### Clock routing, run 1

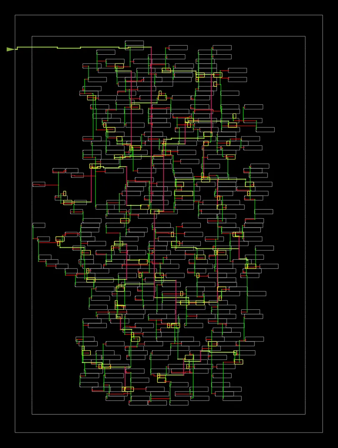
### Gate families picked out, run 1

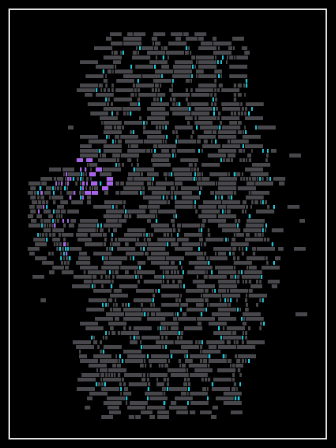
### A small window of the routed layout, run 1

Scale bar: 5 µm. Region (82, 165) to (102, 185) µm. Cells in gray, sequential cells in the stronger gray; small squares are vias.
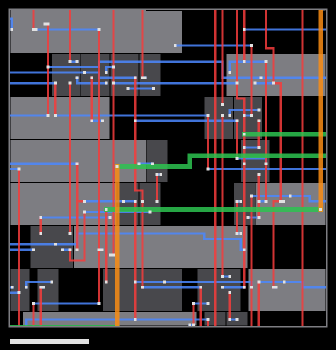
### src/rtl/credit_rx_buffer.sv
// credit_rx_buffer: receive-side buffer of the credit link.
// Stores words from a credit-counted sender. Shows the head word to the pearl
// and returns one registered credit pulse for every word the pearl consumes.
module credit_rx_buffer #(
  parameter int N_CREDITS  = 10,
  parameter int DATA_WIDTH = 32
) (
  input  logic                           clock,
  input  logic                           reset,
  input  logic                           i_valid,
  input  logic [DATA_WIDTH-1:0]          i_data,
  output logic                           o_valid,
  output logic [DATA_WIDTH-1:0]          o_data,
  input  logic                           i_ready,
  output logic                           o_credit,
  output logic [$clog2(N_CREDITS):0]     o_occupancy,
  output logic                           o_overflow
);

  localparam int CW = $clog2(N_CREDITS) + 1;
  // Keep at least one pointer bit so the pointer has a width when N_CREDITS is 1.
  localparam int PW = (N_CREDITS > 1) ? $clog2(N_CREDITS) : 1;

  localparam logic [CW-1:0] FULL_CNT = CW'(N_CREDITS);
  localparam logic [PW-1:0] LAST_PTR = PW'(N_CREDITS - 1);

  logic [DATA_WIDTH-1:0] mem_q [N_CREDITS];

  logic [PW-1:0] wr_ptr_q, wr_ptr_d;
  logic [PW-1:0] rd_ptr_q, rd_ptr_d;
  logic [CW-1:0] count_q, count_d;
  logic          credit_q, credit_d;
  logic          overflow_q, overflow_d;

  logic pop;
  logic push;
  logic drop;

  // Handshake decode. A pop frees a slot in the same cycle, so a full buffer
  // can still accept a word when the pearl consumes one at the same time.
  always_comb begin
    pop  = (count_q != '0) & i_ready;
    push = i_valid & ((count_q < FULL_CNT) | pop);
    drop = i_valid & (count_q == FULL_CNT) & ~pop;
  end

  // Next-state computation. Pointers wrap explicitly because the depth need
  // not be a power of two.
  always_comb begin
    wr_ptr_d   = wr_ptr_q;
    rd_ptr_d   = rd_ptr_q;
    count_d    = count_q;
    credit_d   = pop;
    overflow_d = overflow_q | drop;

    if (push) begin
      wr_ptr_d = (wr_ptr_q == LAST_PTR) ? '0 : wr_ptr_q + PW'(1);
    end
    if (pop) begin
      rd_ptr_d = (rd_ptr_q == LAST_PTR) ? '0 : rd_ptr_q + PW'(1);
    end

    if (push && !pop) begin
      count_d = count_q + CW'(1);
    end else if (pop && !push) begin
      count_d = count_q - CW'(1);
    end
  end

  // Control state register. Reset drops stored words without returning
  // credits; the sender restores its own credit count at the same time.
  always_ff @(posedge clock) begin
    if (reset) begin
      wr_ptr_q   <= '0;
      rd_ptr_q   <= '0;
      count_q    <= '0;
      credit_q   <= 1'b0;
      overflow_q <= 1'b0;
    end else begin
      wr_ptr_q   <= wr_ptr_d;
      rd_ptr_q   <= rd_ptr_d;
      count_q    <= count_d;
      credit_q   <= credit_d;
      overflow_q <= overflow_d;
    end
  end

  // Storage array write; contents are deliberately left uncleared by reset.
  always_ff @(posedge clock) begin
    if (push && !reset) begin
      mem_q[wr_ptr_q] <= i_data;
    end
  end

  // Outputs come straight from registered state.
  always_comb begin
    o_valid     = (count_q != '0);
    o_data      = mem_q[rd_ptr_q];
    o_occupancy = count_q;
    o_credit    = credit_q;
    o_overflow  = overflow_q;
  end

endmodule

### config.mk
export PLATFORM = sky130hd
export DESIGN_NAME = credit_rx_buffer
export DESIGN_NICKNAME = d
export VERILOG_FILES = /design/src/rtl/credit_rx_buffer.sv
export SDC_FILE = /design/constraint.sdc
export NUM_CORES = 1
export LEC_CHECK = 0
export ABC_AREA = 1
export CAP_MARGIN = 30
export CORE_ASPECT_RATIO = 1.4
export CORE_MARGIN = 10
export CORE_UTILIZATION = 37
export CTS_BUF_LIST = sky130_fd_sc_hd__clkbuf_8
export DETAILED_ROUTE_END_ITERATION = 10
export HOLD_SLACK_MARGIN = 0.15
export SETUP_SLACK_MARGIN = 0.15
export SLEW_MARGIN = 20
export SYNTH_ARGS = -nofsm -noshare
export SYNTH_HDL_FRONTEND = slang
export SYNTH_SLANG_ARGS = --single-unit
export TNS_END_PERCENT = 30
### constraint.sdc
create_clock -name clock -period 4.65 [get_ports clock]
set_input_delay 1.395 -clock clock [delete_from_list [all_inputs] [get_ports clock]]
set_output_delay 1.395 -clock clock [all_outputs]
set_load 0.05 [all_outputs]
==> flow_metrics.py, run 1 <==
# Synthesis and PnR figures
metrics = {
    "final_timing": {
        "relSlewSlack": 0.4866,
        "setup_tns_ns": 0,
        "holdWs_ns": 0.4661,
        "maxSlewViolCount": 0,
        "period_needed_ns": 3.907,
        "skew_ns": 0.01969,
        "tightest_slew_ns": 0.7693,
        "setup_slack_ns": 0.7426,
        "grt_setup_unrepaired": "no",
        "max_freq_ghz": 0.2559,
        "post-route-period-util": 0.8403,
        "finalHoldViolCount": 0,
    },
    "grt": {
        "grt_max_degree": 72,
        "track_usage": 0.1274,
        "grt_pass1_wl_um": 46440,
        "grt_pass1_vias": 8512,
        "grt.overflow.total": 0,
    },
    "placement": {
        "dpl_cell_area_um2": 15600,
        "io_buffers": 75,
        "placedCellCount": 1645,
        "place_congestion": 0.7471,
        "post-place-ws_ns": 0.9364,
        "hpwlAfterDp_um": 17140,
    },
    "pwr": {
        "leakage_nw": 6.019,
        "cellPowerDensity_nw_per_um2": 496.9,
        "combPwrFrac": 0.297,
        "p_switching_mw": 2.729,
        "clkPwrFrac": 0.261,
        "power.internal_mw": 5.454,
        "power_mw": 8.182,
    },
    "logic_synthesis": {
        "yosysTopAreaCellShare": 0.6913,
        "floorplan.nets": 1184,
        "synth_cell_type_count": 26,
        "postSynthCellCount": 1143,
        "area_leaders": "edfxtp_1 69%, o211ai_1 5.2%, inv_1 5.0%",
        "ys_chip_area_um2": 13900,
        "synth_warnings": 0,
        "syn-cell-area_um2": 13900,
        "yosys-stat-cells": 1143,
        "ys_ff": 339,
    },
    "finish": {
        "finalNetCount": 1270,
        "final_util": 0.4467,
        "drive_gt1_frac": 0.1043,
        "diodes": 0,
        "layout_top_cells": "320 x edfxtp_1, 208 x inv_1, 155 x nand2_1",
        "syn_to_final_growth_pct": 18.47,
    },
    "setup_path": {
        "crit_slowest_cell": "dfxtp_4",
        "path_cells": "buf_4 > a21oi_1 > o21ai_0 > nand3_1 > nand3_1 > nand2_1 > buf_12",
        "crit_top_cell": "nand3_1",
        "max_stage_delay_ns": 0.80,
        "cp-end-kind": "output pin",
        "cpLargestDelayFamily": "flip-flops",
        "crit_type": "reg2out",
        "r2r_end": "o_occupancy[4]",
        "crit_arrival_ns": 2.51,
        "cp_max_fo": 61,
        "critPathBufInv": 2,
        "r2r_start": "o_occupancy[1]",
        "r2r_slack_ns": 2.17,
    },
    "drt": {
        "vias_per_cell": 4.887,
        "routed_wl_um": 29470,
        "drtIter0Drc": 448,
        "dr.pass1.iters": 5,
        "route.detailed.drc": 0,
    },
    "floorplanning": {
        "die_h_um": 249.3,
        "die_area_um2": 45830,
        "dieWidth_um": 183.8,
        "rows": 83,
        "fp_util": 0.3770,
        "core_area_um2": 36870,
    },
    "clock_network": {
        "cts_tree": "yes",
        "cts_max_path_buffers": 3,
        "postCtsResizedCells": 0,
        "clk_latency_ns": 0.58,
        "path_clk_slew_ns": 0.06,
        "h-tree-depth": 2,
        "holdBufCountCts": 0,
        "cts_root_buffer": "clkbuf_8",
    },
    "min_path": {
        "hold_class": "reg2reg",
        "hold_path_depth": 2,
    },
    "flow_run": {
        "warnings": 26,
        "maxCapViolations": 0,
    },
    "outcome": {
        "status": "finished, final reports clean",
    },
}
Notes on 'Clock routing' above:
clock sinks: 339
CTS buffer count: 49

Notes on 'Gate families picked out' above:
- purple: NOR gates (cells 32; where left middle)
- cyan: inverters (cells 185)
most numerous logic cell after layout: edfxtp_1
logic gate fraction of the total cell area: 0.1792
Non-Filler Instances: 1732

Notes on 'A small window of the routed layout' above:
- red: met2
- green: met3
- blue: met1
- orange: met4
- most frequent: edfxtp_1 (6), inv_1 (5)
- sequential cells in the window: 6
- cells with their middle in the window: 22
- netlist names of flops here include: mem_q (6)

[run 1: cell usage after synthesis, drive strengths merged]
cell,n
nand4,1
clkbuf,17
o211ai,96
buf,47
nand3,107
nor2,29
o21a,1
o21bai,1
nand2,159
o21ai,73
dfxtp,19
xor2,2
fa,1
xnor2,1
a21oi,76
or2,1
inv,185
ha,4
edfxtp,320
nor3,3
[run 1: power by group through the flow]
stage / Combinational [mW] / Clock, mW / Sequential (mW)
after floorplan: 1.48 / 0 / 3.66
after global placement: 2.44 / 0 / 3.68
after detailed placement: 2.46 / 0 / 3.68
after CTS: 2.47 / 2.19 / 3.62
after global routing: 2.63 / 2.32 / 3.64
final: 2.43 / 2.13 / 3.62
[run 1: worst reg2reg max path, cell delays in order (launching register included)]
cell     delay (ns)
dfxtp_1        0.38
nor2_1         0.20
nand3_2        0.11
nand2_2        0.16
nand2_4        0.09
nand2_4        0.08
inv_1          0.09
ha_1           0.25
inv_1          0.15
ha_1           0.27
or2_2          0.31
nand2_1        0.07
nand2_1        0.04
nand2_1        0.06
nand2_1        0.05
a21oi_1        0.11
[run 1: logic make-up after synthesis]
family / count (synthesis) / share of synthesized area
xor+xnor: 3 / 0.001891
fa+ha+maj: 5 / 0.005041
compound gates: 247 / 0.1066
simple gates: 300 / 0.09344
flops: 339 / 0.7187
buf+inv: 249 / 0.07435
[run 1: worst max-delay path by stage]
stage,from,slack (ns),cells past startpoint,endpoint
after floorplan,i_ready,1.00,6,mem_q[0][0]
after global placement,i_ready,0.98,14,o_occupancy[4]
after detailed placement,i_ready,0.94,14,o_occupancy[4]
after CTS,register,0.68,6,o_data[9]
after global routing,register,0.55,7,o_data[16]
final,register,0.74,7,o_data[16]
[run 1: flip-flops by register name, summed over array words and instances (netlist names), named ones only]
register,flops
mem_q,320
o_occupancy,5
rd_ptr_q,4
wr_ptr_q,4
o_credit,1
o_overflow,1
[run 1: cell type report]
cell class	count	area (µm²)
Clock inverter	38	188.9
Timing Repair Buffer	99	1376
Clock buffer	49	674.4
Inverter	185	694.4
Sequential cell	339	9997
Fill cell	3241	20400
Tap cell	467	584.3
Multi-Input combinational cell	555	2952
[run 1: per-layer routing]
layer | wire length, µm | vias up | GRT usage
met1 | 12250 | 4038 | 0.1533
li1 | - | 4185 | -
met2 | 15040 | 187 | 0.2185
met4 | 607 | 2 | 0.04352
met3 | 1558 | 53 | 0.02931
met5 | 13 | - | 0
### Wiring heat map, run 1

18 x 25 tiles, from white (low) to dark blue (high), scaled to the fullest tile. Values are wire area over tile area, all layers added.
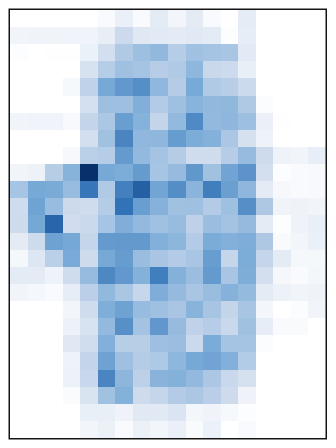

==> run 2: changes to the inputs <==
Clock period 4.65 ns to 3.8 ns, I/O delays scaled along.
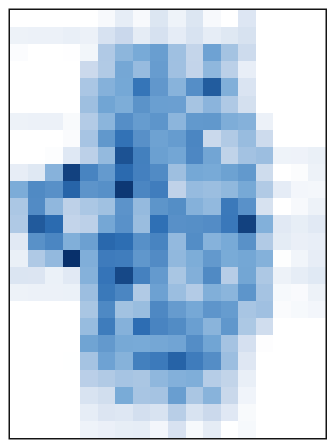
*Wiring heat map, run 2*
18 x 25 tiles, from white (low) to dark blue (high), scaled to the fullest tile. Values are wire area over tile area, all layers added.
- fullest tile: 0.36
- nearly empty tiles: 27%
- densest ninth of the die: middle
- mean over tiles: 0.10
- tiles over half the peak: 26%
Via Count: 8501
total wire length: 29200 µm
Total GRT Usage: 0.1258

==> run 2 against run 1 <==
Compared with the run above:
- die size stayed put
- sequential power rose by 21%
- critical path type unchanged
- sequential share of layout area decreased by 0.54 points
- cell count rose by 0.23%
- clock skew increased by 0.0019 ns
- utilization grew 0.40 points
- synthesized cell count did not move
- combinational power increased by 25%
- synthesized area unchanged
- global-route usage is 0.16 points lower
- routed wire length down 0.91%
==> flow_metrics.py, run 2 <==
# Synthesis and PnR figures
metrics = {
    "drt": {
        "route.detailed.drc": 0,
        "ant_nets": 0,
        "drtIter0Drc": 439,
        "vias_per_cell": 4.897,
    },
    "clock_network": {
        "clk_latency_ns": 0.58,
        "cts_tree": "yes",
        "cts_inserted_buffers": 50,
        "h-tree-depth": 2,
        "path_clk_slew_ns": 0.06,
        "holdBufCountCts": 0,
        "cts_root_buffer": "clkbuf_8",
        "cts_max_path_buffers": 3,
        "clock_sinks": 339,
    },
    "grt": {
        "grt_pass1_wl_um": 45640,
        "grt.overflow.total": 0,
        "grt_pass1_vias": 8549,
    },
    "logic_synthesis": {
        "synth_cell_type_count": 26,
        "syn-cell-area_um2": 13900,
        "yosysTopAreaCellShare": 0.6913,
        "edf_count": 320,
        "async_flop_share": 0,
        "top_cell": "edfxtp_1",
        "ys_ff": 339,
        "ff_type": "edfxtp_1",
        "ys_chip_area_um2": 13900,
        "synth_warnings": 0,
        "postSynthCellCount": 1143,
    },
    "final_timing": {
        "period_needed_ns": 3.447,
        "skew_ns": 0.02155,
        "grt_setup_unrepaired": "no",
        "post-route-period-util": 0.9071,
        "setup_tns_ns": 0,
        "setup_slack_ns": 0.3531,
        "tightest_slew_ns": 0.5352,
        "finalHoldViolCount": 0,
        "max_freq_ghz": 0.2901,
        "relSlewSlack": 0.6432,
        "maxSlewViolCount": 0,
    },
    "setup_path": {
        "crit_type": "reg2out",
        "cp-end-kind": "output pin",
        "cp_max_fo": 49,
        "crit_arrival_ns": 2.31,
        "r2r_start": "o_occupancy[1]",
    },
    "finish": {
        "drive_gt1_frac": 0.1050,
        "syn_to_final_growth_pct": 19.53,
        "layout_top_cells": "320 x edfxtp_1, 200 x inv_1, 155 x nand2_1",
        "largest_register_ff_count": 320,
        "final_common_cell": "edfxtp_1",
        "finalNetCount": 1270,
        "nFillCells": 3263,
        "top_register": "mem_q",
    },
    "pwr": {
        "leakage_nw": 6.030,
        "cellPowerDensity_nw_per_um2": 610.2,
    },
    "floorplanning": {
        "fp_util": 0.3770,
        "rows": 83,
        "die_h_um": 249.3,
        "die_area_um2": 45830,
        "dieWidth_um": 183.8,
    },
    "outcome": {
        "status": "finished, final reports clean",
    },
    "placement": {
        "post-place-ws_ns": 0.3478,
        "hpwlAfterDp_um": 16100,
        "io_buffers": 75,
        "place_congestion": 0.7335,
    },
    "flow_run": {
        "warnings": 26,
        "maxCapViolations": 0,
    },
    "min_path": {
        "hold_class": "reg2reg",
    },
}
## run 2: netlist changes by cell type in the layout (fill, tap and decap cells not counted), sizes merged
cell / change
clkinv: +9
inv: -10
clkbuf: +2
bufinv: +1
diode: +2
clkinvlp: +1
buf: -1
## run 2: layout make-up
| class | instances | area (µm²) | area share |
|---|---|---|---|
| clock buffer | 51 | 701.9 | 0.04225 |
| inverter | 185 | 694.4 | 0.04180 |
| antenna | 2 | 5.005 | 0.0003012 |
| sequential | 339 | 9997 | 0.6017 |
| timing repair buffer | 98 | 1464 | 0.08811 |
| clock inverter | 39 | 216.5 | 0.01303 |
| tap | 467 | 584.3 | 0.03517 |
| multi-input combinational | 555 | 2952 | 0.1776 |
## run 2: where the power goes
group	total [mW]	internal [mW]	switching, mW
combinational	3.04	1.18	1.86
clock	2.71	1.38	1.33
sequential	4.39	4.25	0.135
## run 2: cell families after synthesis
group,after synthesis,share of synthesized area
buffers and inverters,249,0.07435
AOI/OAI and AO/OA,247,0.1066
and+or+nand+nor,300,0.09344
adders and majority gates,5,0.005041
DFF,339,0.7187
xor gates and xnor gates,3,0.001891
## run 2: worst max-delay path, stage by stage, from the launching register on
cell and delay (ns):
dfxtp_4 0.69, buf_12 0.31, a21oi_1 0.09, o21ai_0 0.11, nand3_1 0.13, nand3_1 0.12
nand2_1 0.09, buf_12 0.16
## run 2: what timing repair did
action / CTS / global route
buffers inserted: 0 / 1
endpoints found under the setup margin: 0 / 10
resized: 0 / 0
## run 2: metrics by stage
stage          cells  instance area (µm²)  hold WS (ns)  utilization  total power [mW]
2_1_floorplan   1143                13900        0.4707            -             6.290
3_3_place_gp    1643                15680        0.4473       0.4252             7.495
5_1_grt         1734                16610        0.4840       0.4505             10.64
4_1_cts         1733                16590        0.4623       0.4501             10.24
3_5_place_dp    1643                15680        0.4507       0.4252             7.524
6_report        1736                16610        0.4548       0.4507             10.14
## run 2: path summary, 6_finish.rpt
kind	cells past startpoint	to	slack [ns]
min	2	o_overflow	0.45
max	7	o_data[27]	0.35
max reg2reg	15	o_occupancy[4]	1.31
min reg2reg	2	o_overflow	0.45
## run 2: metal layers
layer | track usage | routed length (µm)
met5 | 0 | 13
met4 | 0.04118 | 556
met3 | 0.02945 | 1472
met2 | 0.2205 | 15110
met1 | 0.1475 | 12050
Power is estimated from default activity; no workload was simulated.
